## config.mk

```make
export PLATFORM = sky130hd
export DESIGN_NAME = prog_sequencer
export DESIGN_NICKNAME = d
export VERILOG_FILES = /design/src/rtl/prog_sequencer.sv
export SDC_FILE = /design/constraint.sdc
export NUM_CORES = 1
export LEC_CHECK = 0
export CAP_MARGIN = 10
export CORE_UTILIZATION = 40
export DETAILED_ROUTE_END_ITERATION = 10
export GPL_ROUTABILITY_DRIVEN = 0
export PLACE_DENSITY = 0.8
export SLEW_MARGIN = 15
export SYNTH_ARGS = -nofsm -noshare
export SYNTH_HDL_FRONTEND = slang
export SYNTH_SLANG_ARGS = --single-unit
```

## constraint.sdc

```tcl
create_clock -name CLK -period 2.7 [get_ports CLK]
set_input_delay 0.54 -clock CLK [delete_from_list [all_inputs] [get_ports CLK]]
set_output_delay 0.54 -clock CLK [all_outputs]
set_load 0.005 [all_outputs]
```

## src/rtl/prog_sequencer.sv

```systemverilog
// prog_sequencer: IDLE/RUN/DONE run-control for the PC with cycle/retire counters.
// Optional macro SEQ_WATCHDOG_EN adds a RUN-cycle watchdog that ends the run with timeout=1.
`default_nettype none

module prog_sequencer #(
  parameter int PC_W       = 10,
  parameter int CNT_W      = 16,
  parameter int MAX_CYCLES = 4096
) (
  input  logic             CLK,
  input  logic             init,
  input  logic             start,
  input  logic             ack,
  input  logic [PC_W-1:0]  pc,
  input  logic             halt,
  input  logic             is_jump,
  input  logic             is_branch,
  input  logic             cond,
  input  logic [PC_W-1:0]  target,
  input  logic             stall_req,
  output logic             pc_init,
  output logic             jump_en,
  output logic             branch_en,
  output logic [PC_W-1:0]  destination,
  output logic             busy,
  output logic             done,
  output logic             timeout,
  output logic             retire,
  output logic [CNT_W-1:0] cycles,
  output logic [CNT_W-1:0] retired
);

  typedef enum logic [1:0] {
    IDLE = 2'd0,
    RUN  = 2'd1,
    DONE = 2'd2
  } state_t;

  state_t state, state_nxt;
  logic   wd_hit;

`ifdef SEQ_WATCHDOG_EN
  localparam logic [CNT_W-1:0] WD_LAST = CNT_W'(MAX_CYCLES - 1);
  logic timeout_q;

  // Halt wins over the watchdog on the same cycle.
  assign wd_hit  = (state == RUN) && !halt && (cycles == WD_LAST);
  assign timeout = timeout_q;
`else
  assign wd_hit  = 1'b0;
  assign timeout = 1'b0;
`endif

  always_ff @(posedge CLK) begin
    if (init) begin
      state <= IDLE;
    end else begin
      state <= state_nxt;
    end
  end

  always_comb begin
    state_nxt   = state;
    pc_init     = init;
    jump_en     = 1'b0;
    branch_en   = 1'b0;
    destination = target;
    busy        = 1'b0;
    done        = 1'b0;
    retire      = 1'b0;
    case (state)
      IDLE: begin
        pc_init     = 1'b1;
        destination = '0;
        if (start) state_nxt = RUN;
      end
      RUN: begin
        busy = 1'b1;
        if (halt) begin
          state_nxt = DONE;
        end else if (stall_req) begin
          jump_en     = 1'b1;
          destination = pc;
        end else if (is_jump) begin
          jump_en = 1'b1;
          retire  = 1'b1;
        end else if (is_branch && cond) begin
          branch_en = 1'b1;
          retire    = 1'b1;
        end else begin
          retire = 1'b1;
        end
        if (wd_hit) state_nxt = DONE;
      end
      DONE: begin
        done        = 1'b1;
        jump_en     = 1'b1;
        destination = pc;
        if (ack) state_nxt = IDLE;
      end
      default: begin
        state_nxt = IDLE;
      end
    endcase
  end

  // Counters saturate; on the watchdog cycle the cycle count holds at MAX_CYCLES-1.
  always_ff @(posedge CLK) begin
    if (init) begin
      cycles  <= '0;
      retired <= '0;
    end else if (state == IDLE && start) begin
      cycles  <= '0;
      retired <= '0;
    end else if (state == RUN) begin
      if (!wd_hit && cycles != {CNT_W{1'b1}}) cycles <= cycles + 1'b1;
      if (retire && retired != {CNT_W{1'b1}}) retired <= retired + 1'b1;
    end
  end

`ifdef SEQ_WATCHDOG_EN
  always_ff @(posedge CLK) begin
    if (init) begin
      timeout_q <= 1'b0;
    end else if (state == IDLE && start) begin
      timeout_q <= 1'b0;
    end else if (wd_hit) begin
      timeout_q <= 1'b1;
    end
  end
`endif

endmodule

`default_nettype wire

```

Figure 1. Signal wires by layer (run 1).
Drawn at 8 px/µm. Two of the layers only.
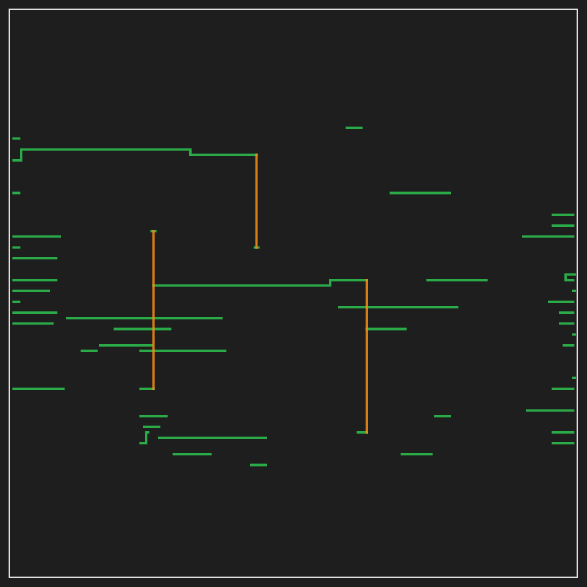
[met3] green | wire length: 252 µm
[met4] orange | wire length: 50.3 µm

Figure 2. Clock routing (run 1).
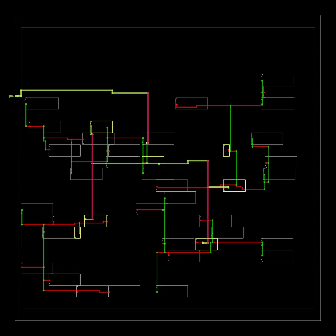
P_clk: 0.000346 W
number of clock sinks: 34
insertion delay at the late pin of the worst-skew pair: 280 ps
CTS buffer count: 5
clk_skew: 8.10 ps

Figure 3. The metal 2 layer (run 1).
Drawn at 6 px/µm. Cells faint in the background.
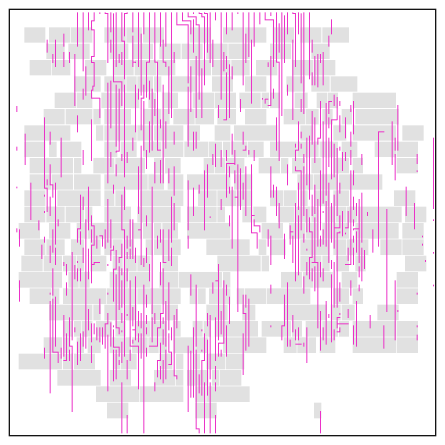
wire length on this layer: 2460 µm
longest straight run: 24.6 µm
nets with wire on the layer: 295
share of all routed wire: 47%

==> results.json, run 1 <==
{
  "dp.final_hpwl_mm": 3.89,
  "flops": 34,
  "logic_family": "simple AND/OR/NAND/NOR gates",
  "status": "finished, final reports clean",
  "final_util_pct": 65.0,
  "seq_power_w": 0.000542,
  "rrSetupSlack_ps": 400,
  "synth.area.mux_share_pct": 3.17,
  "ys_seq_share_pct": 35.9,
  "path_clk_slew_ps": 70,
  "crit_cells": 8,
  "root_buffer": "clkbuf_8",
  "bufAreaShareNonClock_pct": 30.5,
  "grt_max_degree": 18,
  "final-seq-area_um2": 682,
  "yosys_cells": 226,
  "synth_top_cell_by_count": "dfxtp_1",
  "critPathLaunchType": "register",
  "setup_viol_count_final": 0,
  "reg2reg_from": "state[1]",
  "routed_wl_mm": 5.23,
  "flop_cell": "dfxtp_1",
  "grt_use_met1_pct": 28.6,
  "arrival_ps": 2040,
  "cts-resized-gates": 3,
  "comb-power_w": 0.000617,
  "internal_power_w": 0.00106,
  "p_clk_share_pct": 23.0,
  "ant_nets": 0,
  "hold_violations": 0,
  "drv_cap": 0,
  "hold_buffers": 0,
  "simple_gate_area_share_pct": 26.8,
  "crit_chain": "inv_1 -> ha_2 -> nor2b_4 -> a21oi_1 -> nor2_1 -> buf_4 -> a22o_1 -> clkdlybuf4s50_1",
  "worst_pin_slew_ps": 589,
  "drt_pre_antenna_iters": 6,
  "cp-endpoint": "destination[6]",
  "holdPathStages": 2,
  "rr_endpoint": "retired[15]",
  "io_buffers": 76,
  "power.group.top": "combinational logic",
  "setup_tns_ps": 0,
  "largest_class": "combinational gates",
  "top_area_share_pct": 35.9,
  "synth-xor-area-share_pct": 0.925,
  "dpl.cell_count": 359,
  "syn_inst": 226,
  "drt-met1-wl_mm": 2.47,
  "highest_layer": "met4",
  "grt-ovfl-total": 0,
  "p_comb_share_pct": 41.0,
  "rows": 24,
  "grt_use_met2_pct": 33.4,
  "ys_sh_adder_pct": 3.96,
  "comb_area_share_pct": 39.9,
  "nets": 350,
  "post_dp_cell_area_um2": 2780,
  "hp-class": "register to register",
  "crit_path_max_fanout": 5,
  "ys_area_um2": 1890,
  "fillers": 368,
  "post_drt_wl_per_cell_um": 14.2,
  "grtUsageTotal_pct": 20.9
}
==> run 1 -> run 2 <==
- PLACE_DENSITY: 0.8 -> 0.75
Figure 4. The metal 2 layer (run 2).
Drawn at 6 px/µm. Cells faint in the background.
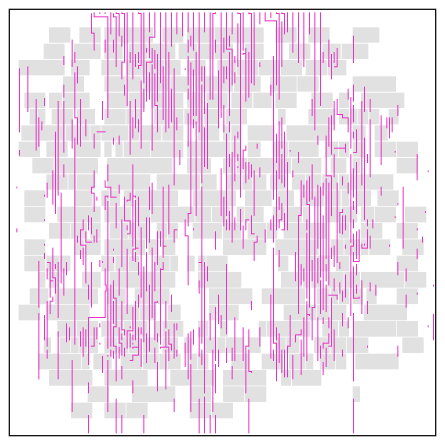
longest straight run: 34.3 µm
main direction: vertical
wire length on this layer: 2580 µm
met2 usage: 34.6%
final WL: 5.44 mm
vias: 2158

==> run 2 against run 1 <==
Against the previous run: the run now ends with design-rule violations left; cell area up 5.1%; clock power up 69%; first-iteration DRC count up 2.7%; power up 20%; synthesized cell count unchanged; sequential cell count unchanged; register-to-register slack about the same; largest cell class unchanged; via count up 1.7%.
==> results.json, run 2 <==
{
  "critPathLaunchType": "primary input",
  "dp.final_hpwl_mm": 3.84,
  "rrSetupSlack_ps": 410,
  "logic_family": "simple AND/OR/NAND/NOR gates",
  "crit_cells": 5,
  "status": "finished, violations left",
  "syn_inst": 226,
  "synth_top_cell_by_count": "dfxtp_1",
  "fin_skew_ps": 8.59,
  "post_dp_cell_area_um2": 2790,
  "path_clk_slew_ps": 70,
  "grt_max_degree": 15,
  "p_clk_w": 0.000584,
  "hp-class": "register to register",
  "fillers": 356,
  "root_buffer": "clkbuf_8",
  "post_drt_wl_per_cell_um": 14.5,
  "comb-power_w": 0.000675,
  "final_util_pct": 68.3,
  "flops": 34,
  "violations": "design-rule violations",
  "reg2reg_from": "state[0]",
  "yosys_cells": 226,
  "largest_class": "combinational gates",
  "p_clk_share_pct": 32.4,
  "ant_nets": 0,
  "ys_area_um2": 1890,
  "grt_use_met1_pct": 28.9,
  "flop_cell": "dfxtp_1",
  "nets": 358,
  "synth-xor-area-share_pct": 0.925,
  "arrival_ps": 2120,
  "holdPathStages": 2,
  "synth.area.mux_share_pct": 3.17,
  "crit_path_max_fanout": 9,
  "drc_errors": 10
}
==> run 2 -> run 3 <==
- SKIP_LAST_GASP: unset -> 1
Figure 5. The metal 2 layer (run 3).
Drawn at 6 px/µm. Cells faint in the background.
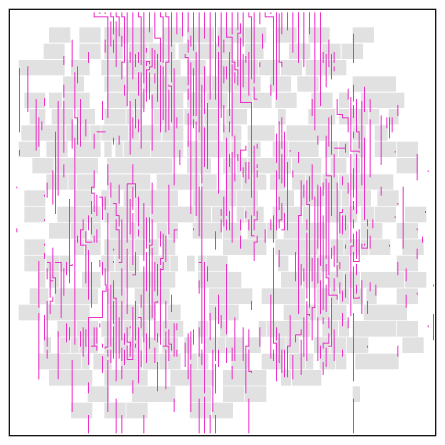
wire length on this layer: 2610 µm
longest straight run: 34.3 µm
share of all routed wire: 48%
final WL: 5.45 mm
vias: 2157

==> run 3 against run 2 <==
Against the previous run: the flow finishes with violations (design-rule violations, negative setup slack); setup slack worse by 48 ps; combinational power up 1%; largest power group unchanged; highest routed layer unchanged; critical path depth up 1; critical endpoint is now destination[3].
==> results.json, run 3 <==
{
  "cts_num_sinks": 34,
  "p_comb_share_pct": 37.7,
  "internal_power_w": 0.00131,
  "synth.area.mux_share_pct": 3.17,
  "p_seq_share_pct": 30.0,
  "grt-ovfl-total": 0,
  "p_clk_w": 0.000584,
  "grt_use_met1_pct": 28.9,
  "rrSetupSlack_ps": 410,
  "setup_tns_ps": -19.0,
  "yosys_cells": 226,
  "crit_required_ps": 2160,
  "insertion_delay_ps": 290,
  "hold_buffers": 0,
  "synth-xor-area-share_pct": 0.925,
  "power_leakage_nw": 1.19,
  "comb_cells": 176,
  "root_buffer": "clkbuf_8",
  "rr_endpoint": "retired[15]",
  "grt_use_met2_pct": 34.6,
  "largest_class": "combinational gates",
  "worst_r2r_path_depth": 5,
  "post_dp_cell_area_um2": 2790,
  "bufAreaShareNonClock_pct": 31.2,
  "rows": 24,
  "ant_nets": 0,
  "power.group.top": "combinational logic",
  "worstHoldEndpoint": "cycles[15]",
  "flop_cell": "dfxtp_1",
  "worst_pin_slew_ps": 555,
  "avgSynthCellArea_um2": 8.38,
  "ys_types": 43,
  "hold_violations": 0,
  "crit_chain": "clkdlybuf4s50_1 -> buf_4 -> nand2b_1 -> a21o_4 -> a22o_1 -> clkdlybuf4s50_1",
  "cts-resized-gates": 3,
  "logic_area_um2": 1160,
  "reg2reg_from": "state[0]",
  "grtUsageTotal_pct": 21.4,
  "seq_power_w": 0.000543,
  "cts_buffers": 5,
  "final_util_pct": 68.0,
  "arrival_ps": 2170,
  "drc_errors": 10,
  "setup_viol_count_final": 3,
  "grt_max_degree": 15,
  "ir_drop_mv": 0.468,
  "ys_sh_adder_pct": 3.96,
  "layout_setup_ws_ps": -11.1,
  "ys_seq_share_pct": 35.9,
  "final-seq-area_um2": 682,
  "syn_inst": 226,
  "ys_area_um2": 1890,
  "holdPathStages": 2,
  "drv_cap": 0,
  "critPathLaunchType": "primary input",
  "dp.final_hpwl_mm": 3.84,
  "synth_top_cell_by_count": "dfxtp_1",
  "warnings": 30,
  "nets": 358,
  "violations": "design-rule violations, negative setup slack",
  "highest_layer": "met4",
  "dpl.cell_count": 360,
  "ios": 78,
  "flops": 34,
  "cp-endpoint": "destination[3]",
  "comb-power_w": 0.000682,
  "top_area_share_pct": 35.9,
  "io_buffers": 76,
  "post_drt_wl_per_cell_um": 14.5,
  "fillers": 359,
  "fin_skew_ps": 8.45,
  "simple_gate_area_share_pct": 26.8,
  "status": "finished, violations left",
  "drt-met1-wl_mm": 2.56,
  "seq_share_pct": 22.6,
  "drt_pre_antenna_iters": 9,
  "path_clk_slew_ps": 70,
  "comb_area_share_pct": 38.4,
  "edf_count": 0,
  "crit_path_max_fanout": 5,
  "logic_family": "simple AND/OR/NAND/NOR gates",
  "hp-class": "register to register",
  "crit_cells": 6
}
Power is estimated from default activity; no workload was simulated.
